## src/rtl/adc_scan_sched.sv

```systemverilog
// adc_scan_sched: shares one adc_spi between a periodic multi-channel scan
// and one-shot conversion requests. Scan results land in per-channel shadow
// registers that can be read combinationally at any time.
module adc_scan_sched #(
    parameter int PERIOD = 2000,
    parameter int CNT_W  = 16
) (
    input  logic        clk,
    input  logic        rst_n,
    input  logic        en,
    input  logic [7:0]  ch_mask,
    input  logic        req_vld,
    input  logic [2:0]  req_ch,
    output logic        req_rdy,
    output logic        req_done,
    output logic [11:0] req_data,
    output logic        start_cnv,
    output logic [2:0]  channel,
    input  logic        cnv_complete,
    input  logic [11:0] result,
    input  logic [2:0]  rd_ch,
    output logic [11:0] rd_data,
    output logic        rd_valid,
    output logic        scan_done,
    output logic        overrun,
    output logic        busy
);

    typedef enum logic [1:0] {IDLE, SELECT, START, CONV} state_t;

    state_t           state, state_nxt;
    logic [CNT_W-1:0] timer;
    logic             tick;
    logic             pending;     // scan requested or in progress
    logic             rerun;       // tick arrived during a scan: rerun it when it ends
    logic [3:0]       ptr;         // next channel index to consider (8 = scan exhausted)
    logic [7:0]       scan_mask;   // ch_mask snapshot taken when the scan was armed
    logic             is_req;      // current conversion belongs to a one-shot request
    logic [11:0]      shadow [8];
    logic [7:0]       valid;

    logic             pick_found;
    logic [2:0]       pick_ch;
    logic             take_req, take_scan, scan_end, restart, conv_done;

    assign tick      = en && (timer == CNT_W'(PERIOD - 1));
    assign take_req  = (state == SELECT) && req_vld;
    assign take_scan = (state == SELECT) && !req_vld && pending && pick_found;
    assign scan_end  = (state == SELECT) && !req_vld && pending && !pick_found;
    assign restart   = scan_end && en && (rerun || tick);
    assign conv_done = (state == CONV) && cnv_complete;

    assign start_cnv = (state == START);
    assign busy      = (state == START) || (state == CONV);
    assign rd_data   = shadow[rd_ch];
    assign rd_valid  = valid[rd_ch];

    // Lowest enabled channel at or above the scan pointer
    always_comb begin
        pick_found = 1'b0;
        pick_ch    = 3'd0;
        for (int i = 7; i >= 0; i--) begin
            if (scan_mask[i] && (4'(i) >= ptr)) begin
                pick_found = 1'b1;
                pick_ch    = 3'(i);
            end
        end
    end

    // State register
    always_ff @(posedge clk or negedge rst_n) begin
        if (!rst_n) state <= IDLE;
        else        state <= state_nxt;
    end

    // Next-state logic; requests win over the scan in SELECT, and an overrun
    // scan restarts straight from SELECT without passing through IDLE
    always_comb begin
        state_nxt = state;
        req_rdy   = 1'b0;
        case (state)
            IDLE: begin
                if (req_vld || pending || tick) state_nxt = SELECT;
            end
            SELECT: begin
                if (req_vld) begin
                    req_rdy   = 1'b1;
                    state_nxt = START;
                end else if (pending && pick_found) begin
                    state_nxt = START;
                end else if (restart) begin
                    state_nxt = SELECT;
                end else begin
                    state_nxt = IDLE;
                end
            end
            START:   state_nxt = CONV;
            CONV:    if (cnv_complete) state_nxt = SELECT;
            default: state_nxt = IDLE;
        endcase
    end

    // Scan timer, pending/rerun flags, overrun, pointer and mask snapshot
    always_ff @(posedge clk or negedge rst_n) begin
        if (!rst_n) begin
            timer     <= '0;
            pending   <= 1'b0;
            rerun     <= 1'b0;
            overrun   <= 1'b0;
            ptr       <= 4'd0;
            scan_mask <= 8'd0;
        end else begin
            if (!en) begin
                timer   <= '0;
                pending <= 1'b0;
                rerun   <= 1'b0;
            end else begin
                timer <= tick ? '0 : timer + CNT_W'(1);
                if (scan_end) begin
                    pending <= restart;
                    rerun   <= 1'b0;
                end else if (tick) begin
                    pending <= 1'b1;
                    if (pending) rerun <= 1'b1;
                end
                if (tick && pending) overrun <= 1'b1;
            end
            // a deferred scan reloads its pointer/mask only once the old one ends
            if (restart || (tick && !pending)) begin
                ptr       <= 4'd0;
                scan_mask <= ch_mask;
            end else if (conv_done && !is_req) begin
                ptr <= {1'b0, channel} + 4'd1;
            end
        end
    end

    // Channel latch at SELECT, held through START and CONV
    always_ff @(posedge clk or negedge rst_n) begin
        if (!rst_n) begin
            channel <= 3'd0;
            is_req  <= 1'b0;
        end else if (take_req) begin
            channel <= req_ch;
            is_req  <= 1'b1;
        end else if (take_scan) begin
            channel <= pick_ch;
            is_req  <= 1'b0;
        end
    end

    // Result capture into shadows, one-shot result register and done pulses
    always_ff @(posedge clk or negedge rst_n) begin
        if (!rst_n) begin
            for (int i = 0; i < 8; i++) shadow[i] <= 12'd0;
            valid     <= 8'd0;
            req_data  <= 12'd0;
            req_done  <= 1'b0;
            scan_done <= 1'b0;
        end else begin
            req_done  <= conv_done && is_req;
            scan_done <= scan_end;
            if (conv_done) begin
                shadow[channel] <= result;
                valid[channel]  <= 1'b1;
                if (is_req) req_data <= result;
            end
        end
    end

endmodule

```

## config.mk

```make
export PLATFORM = sky130hd
export DESIGN_NAME = adc_scan_sched
export DESIGN_NICKNAME = d
export VERILOG_FILES = /design/src/rtl/adc_scan_sched.sv
export SDC_FILE = /design/constraint.sdc
export NUM_CORES = 1
export LEC_CHECK = 0
export CAP_MARGIN = 15
export CORE_MARGIN = 1
export CORE_UTILIZATION = 55
export CTS_CLUSTER_DIAMETER = 40
export DETAILED_ROUTE_END_ITERATION = 16
export MAX_ROUTING_LAYER = met4
export PLACE_DENSITY = 0.76
export SLEW_MARGIN = 25
export SYNTH_ARGS = -nofsm -noshare
export SYNTH_HDL_FRONTEND = slang
export SYNTH_SLANG_ARGS = --single-unit
```

## constraint.sdc

```tcl
create_clock -name clk -period 2.35 [get_ports clk]
set_input_delay 0.235 -clock clk [delete_from_list [all_inputs] [get_ports clk]]
set_output_delay 0.235 -clock clk [all_outputs]
set_load 0.005 [all_outputs]
```

==> notes.md <==
fresh numbers from the pnr run: minimum clock period 2.26 ns, Reg with most FFs shadow, via count 4,940, #FFs+latches synth 155, FF+latch area 3880 sq um, Post-synth EDFFs 0, Top area cell types dfrtp_1 (52%), mux2_2 (19%), mux4_2 (7.8%), Final Hold Fails 0, Core Rows 42, Arrival @ worst endpoint 2.02 ns, total routed wirelength 16,300 um, Non-clock buffer share under 10%, critical path's most frequent cell clkdlybuf4s50_1, yosys cell count 558, vias in the first global route 5,257, Top Usage Layer GRT met2, Finished Core Util 67.5%, worst hold slack 0.370 ns, Overflow after GRT 0, CTS sink count approximately 160, Top-area cell share between 50% and 60%, CP cell instances clkdlybuf4s50_1 > buf_12 > mux4_2 > mux2_2 > clkdlybuf4s50_1, # IOs 65, antenna diode count 0, Post-Synth Simple-Gate Area 10.6%, Clock-cell share roughly 5.9%, initial antenna violation count 0, area leader, netlist dfrtp_1, xor/xnor share 1.52%, sequential share of the synthesized area 51.9%, setup_tns 0 ns, Core Area about 13,000 sq um, worst-path maximum fanout 26, floorplan utilization a little under three fifths, CTS tree done, number of post-CTS setup repair buffers 0, Area Growth Syn to Fin 19.8%, most common logic cells in the final layout dfrtp_1 (155), mux2_2 (123), clkdlybuf4s50_1 (62), outcome finished, final reports clean, Setup crit end rd_data[8], layout cells sized above 1 34.1%, max-cap violations 0, Top cell excl fill/tap dfrtp_1, Total GRT Usage 26.2%, largest net degree at the start of global routing 59, yosys warns 0, Placed Area 8410 sq um, tapcell count 176, Adder Area Share 1.01%, Power Total 8.06 mW, via-per-instance ratio 6.00, Combinational Area 3400 sq um, Metal-1 WL 7050 um, Logic pwr share between 20% and 30%, TritonRoute pass-1 iters 5, skew final between 0.007 and 0.008 ns, Fmax 443 MHz, Reg power frac 45.7%, Die Y 119 um, crit end category output port
Fig. 1: supply network
Scale bar: 20 um. Pins as bars on the die edge.
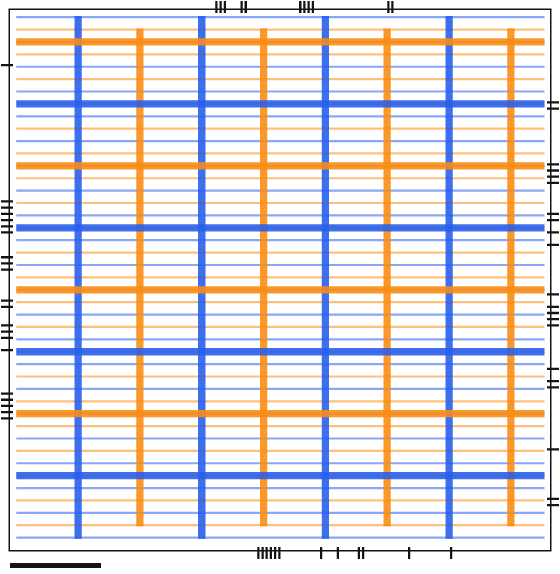
VSS -> blue
VDD -> orange
met5 straps = 8
met1 rails = 43
met4 straps = 8
signal pins = 65
rows = 42

Fig. 2: cells colored by class
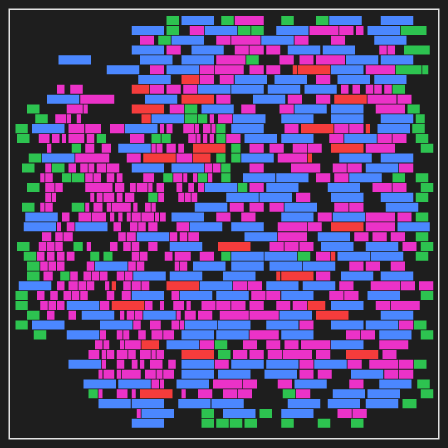
registers -> blue  # cells 155
remaining logic cells -> magenta  # cells 372
clock drivers and dummy loads -> red  # cells 29
remaining buffers and delay cells -> green  # cells 92

Fig. 3: clock distribution
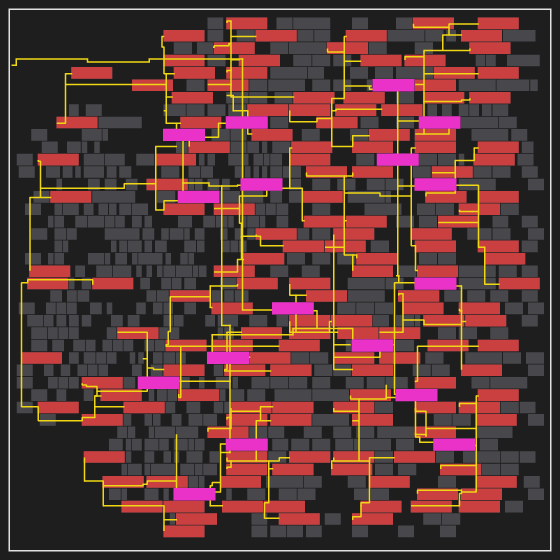
flip-flops -> red  # count 155
clock-net drivers -> magenta  # count 17
clock wires -> yellow  # length 1,750 um
flops lie = all over the die
routed clock nets = 18

No activity file was given, so power comes from the tool's default toggle rates.
